## src/rtl/load_store_unit.sv

```systemverilog
// Load/store unit: turns byte/halfword/word CPU requests into aligned,
// big-endian word accesses to a single-port memory. Sub-word stores use
// read-modify-write. Every wait on the memory is bounded by TIMEOUT.
//
// state   | meaning
// --------+-----------------------------------------------------------
// IDLE    | ready for a request; latches it and checks for errors
// RD      | mem_read strobe cycle (loads and sub-word stores)
// RD_WAIT | waiting for mem_rd_done; extract the load or merge the store
// WR      | mem_write strobe cycle
// WR_WAIT | waiting for mem_wr_done
// RESP    | response is registered out on the following cycle
module load_store_unit #(
    parameter int ADDR_WIDTH = 10,
    parameter int TIMEOUT    = 16
) (
    input  logic                  clk,
    input  logic                  rst,
    input  logic                  req_valid,
    output logic                  req_ready,
    input  logic                  req_we,
    input  logic [1:0]            req_size,
    input  logic                  req_signed,
    input  logic [ADDR_WIDTH-1:0] req_addr,
    input  logic [31:0]           req_wdata,
    output logic                  resp_valid,
    output logic [31:0]           resp_rdata,
    output logic                  resp_err,
    output logic                  mem_read,
    output logic                  mem_write,
    output logic [ADDR_WIDTH-1:0] mem_read_addr,
    output logic [ADDR_WIDTH-1:0] mem_write_addr,
    output logic [31:0]           mem_wr_data,
    input  logic [31:0]           mem_rd_data,
    input  logic                  mem_rd_done,
    input  logic                  mem_wr_done
);

    typedef enum logic [2:0] {IDLE, RD, RD_WAIT, WR, WR_WAIT, RESP} state_t;

    localparam int CW = $clog2(TIMEOUT + 1);

    state_t                state;
    logic                  we_q;
    logic [1:0]            size_q;
    logic                  signed_q;
    logic [ADDR_WIDTH-1:0] addr_q;
    // Only the low halfword is needed after accept: word stores are
    // written straight from the request in IDLE.
    logic [15:0]           wdata_q;
    logic [31:0]           data_q;
    logic                  err_q;
    logic [CW-1:0]         cnt;

    logic                  req_bad;
    logic [7:0]            byte_sel;
    logic [15:0]           half_sel;
    logic [31:0]           load_val;
    logic [31:0]           merged;

    assign req_ready = (state == IDLE);

    // Illegal size or misaligned address for the incoming request.
    always_comb begin
        req_bad = 1'b0;
        case (req_size)
            2'b01:   req_bad = req_addr[0];
            2'b10:   req_bad = (req_addr[1:0] != 2'b00);
            2'b11:   req_bad = 1'b1;
            default: req_bad = 1'b0;
        endcase
    end

    // Big-endian lane selection for loads and lane replacement for merges.
    always_comb begin
        byte_sel = 8'h00;
        load_val = mem_rd_data;
        merged   = mem_rd_data;
        case (addr_q[1:0])
            2'd0:    byte_sel = mem_rd_data[31:24];
            2'd1:    byte_sel = mem_rd_data[23:16];
            2'd2:    byte_sel = mem_rd_data[15:8];
            default: byte_sel = mem_rd_data[7:0];
        endcase
        half_sel = addr_q[1] ? mem_rd_data[15:0] : mem_rd_data[31:16];
        case (size_q)
            2'b00: begin
                load_val = signed_q ? {{24{byte_sel[7]}}, byte_sel} : {24'h000000, byte_sel};
                case (addr_q[1:0])
                    2'd0:    merged[31:24] = wdata_q[7:0];
                    2'd1:    merged[23:16] = wdata_q[7:0];
                    2'd2:    merged[15:8]  = wdata_q[7:0];
                    default: merged[7:0]   = wdata_q[7:0];
                endcase
            end
            2'b01: begin
                load_val = signed_q ? {{16{half_sel[15]}}, half_sel} : {16'h0000, half_sel};
                if (addr_q[1])
                    merged[15:0] = wdata_q;
                else
                    merged[31:16] = wdata_q;
            end
            default: ;
        endcase
    end

    // Sequencer with registered strobes and response.
    always_ff @(posedge clk or negedge rst) begin
        if (!rst) begin
            state          <= IDLE;
            we_q           <= 1'b0;
            size_q         <= 2'b00;
            signed_q       <= 1'b0;
            addr_q         <= '0;
            wdata_q        <= 16'h0000;
            data_q         <= 32'h0;
            err_q          <= 1'b0;
            cnt            <= '0;
            resp_valid     <= 1'b0;
            resp_err       <= 1'b0;
            resp_rdata     <= 32'h0;
            mem_read       <= 1'b0;
            mem_write      <= 1'b0;
            mem_read_addr  <= '0;
            mem_write_addr <= '0;
            mem_wr_data    <= 32'h0;
        end else begin
            mem_read   <= 1'b0;
            mem_write  <= 1'b0;
            resp_valid <= 1'b0;
            resp_err   <= 1'b0;
            resp_rdata <= 32'h0;
            case (state)
                IDLE: begin
                    if (req_valid) begin
                        we_q     <= req_we;
                        size_q   <= req_size;
                        signed_q <= req_signed;
                        addr_q   <= req_addr;
                        wdata_q  <= req_wdata[15:0];
                        data_q   <= 32'h0;
                        err_q    <= req_bad;
                        if (req_bad) begin
                            state <= RESP;
                        end else if (!req_we || req_size != 2'b10) begin
                            state         <= RD;
                            mem_read      <= 1'b1;
                            mem_read_addr <= {req_addr[ADDR_WIDTH-1:2], 2'b00};
                        end else begin
                            state          <= WR;
                            mem_write      <= 1'b1;
                            mem_write_addr <= {req_addr[ADDR_WIDTH-1:2], 2'b00};
                            mem_wr_data    <= req_wdata;
                        end
                    end
                end
                RD: begin
                    cnt   <= '0;
                    state <= RD_WAIT;
                end
                RD_WAIT: begin
                    if (mem_rd_done) begin
                        if (!we_q) begin
                            data_q <= load_val;
                            state  <= RESP;
                        end else begin
                            state          <= WR;
                            mem_write      <= 1'b1;
                            mem_write_addr <= {addr_q[ADDR_WIDTH-1:2], 2'b00};
                            mem_wr_data    <= merged;
                        end
                    end else if (cnt == CW'(TIMEOUT - 1)) begin
                        err_q <= 1'b1;
                        state <= RESP;
                    end else begin
                        cnt <= cnt + 1'b1;
                    end
                end
                WR: begin
                    cnt   <= '0;
                    state <= WR_WAIT;
                end
                WR_WAIT: begin
                    if (mem_wr_done) begin
                        state <= RESP;
                    end else if (cnt == CW'(TIMEOUT - 1)) begin
                        err_q <= 1'b1;
                        state <= RESP;
                    end else begin
                        cnt <= cnt + 1'b1;
                    end
                end
                RESP: begin
                    resp_valid <= 1'b1;
                    resp_err   <= err_q;
                    resp_rdata <= err_q ? 32'h0 : data_q;
                    state      <= IDLE;
                end
                default: state <= IDLE;
            endcase
        end
    end

endmodule

```

## config.mk

```make
export PLATFORM = sky130hd
export DESIGN_NAME = load_store_unit
export DESIGN_NICKNAME = d
export VERILOG_FILES = /design/src/rtl/load_store_unit.sv
export SDC_FILE = /design/constraint.sdc
export NUM_CORES = 1
export LEC_CHECK = 0
export CAP_MARGIN = 20
export CORE_MARGIN = 10
export CORE_UTILIZATION = 54
export CTS_CLUSTER_DIAMETER = 120
export DETAILED_ROUTE_END_ITERATION = 10
export PLACE_DENSITY = 0.85
export SETUP_SLACK_MARGIN = 0.1
export SLEW_MARGIN = 20
export SYNTH_ARGS = -nofsm -noshare
export SYNTH_HDL_FRONTEND = slang
export SYNTH_SLANG_ARGS = --single-unit
```

## constraint.sdc

```tcl
create_clock -name clk -period 5.5 [get_ports clk]
set_input_delay 0.825 -clock clk [delete_from_list [all_inputs] [get_ports clk]]
set_output_delay 0.825 -clock clk [all_outputs]
set_load 0.01 [all_outputs]
```

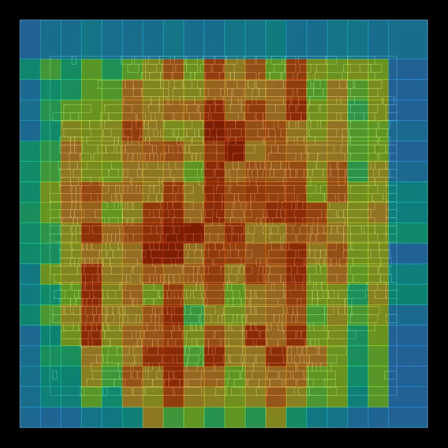
**Above:** congestion heat map.
met3 GRT Util: 6.264%
Finished Core Util: 72.92%

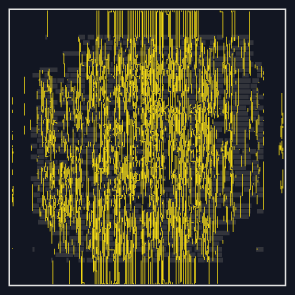
**Above:** metal 2.
(2 px per micron)
The wires run mostly vertical. The layer holds 51% of the routed length. 835 nets have wire on it. The layer carries 11400 microns of wire.
Via Count: 6324
DRT Wirelength: 22.44 mm
met2 Track Usage GR: 40.11%

==> deck_impl_summary.md <==
Key Metrics from the Run

Outcome
  – Status: finished clean

Logic synthesis
  – Synth top cells by count: dfrtp_1, nand2_1, o21ai_0, nor2_1, mux2i_1
  – Post-synth top area cell: dfrtp_1
  – Comb area leader: AND-OR/OR-AND gates
  – Dominant cell area share: ~52%
  – Yosys Instances: 726
  – Synth unique cells: approximately 54
  – Post-Synth Adder-Cell Area: less than 1%

Critical path
  – Worst Path Required: between 4000 and 5000 ps
  – Crit path kind: reg2out
  – R2R Setup Slk: between 2000 and 3000 ps
  – CP Capture Type: output pin
  – Critical path depth: 2
  – Worst-path maximum fanout: 18

Final timing
  – Cycle use final: between 50 and 60%
  – WHS: 472.7 ps

Hold path
  – Worst Hold Depth: 1

Die
  – Vert. Die Dim: ~140 microns
  – Die width: 137.3 microns

Placed design
  – IO Port Bufs: 167
  – Post-Place Setup Slack: roughly 2400 ps
  – Placed Instance Area: slightly above 9000 sq um

Pwr
  – Seq pwr share: a little under two fifths
  – Largest power group: combinational cells
  – Worst VDD drop: about 0.00028 V

Clock tree
  – CTS Root Buffer Type: clkbuf_16

Detailed routing
  – Drt first pass iters: 7
  – Vias per cell: roughly 6.0

Global route
  – First-pass GRT wire length: 35.32 mm

Cells and area
  – Gate Area: approximately 3300 sq um
  – Multi-input gates: ~510
  – Non-clk invs: 7
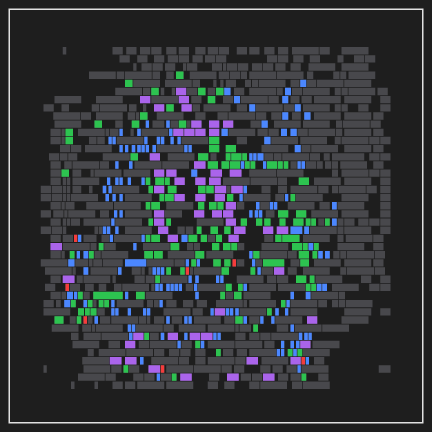
**Above:** selected gate families.
(3 px per micron)
aoi and oai cells: shown in green, cells 127, most used o21ai_0. inv cells: shown in red, cells 7, most used inv_1. mux cells: shown in purple, cells 59, most used mux2i_1. nand cells: shown in blue, cells 163, most used nand2_1.
fin cells: 1055
most frequent logic cell in the layout: clkdlybuf4s50_1
combinational share of cell area: 33.67%

Power and IR drop assume default switching activity.
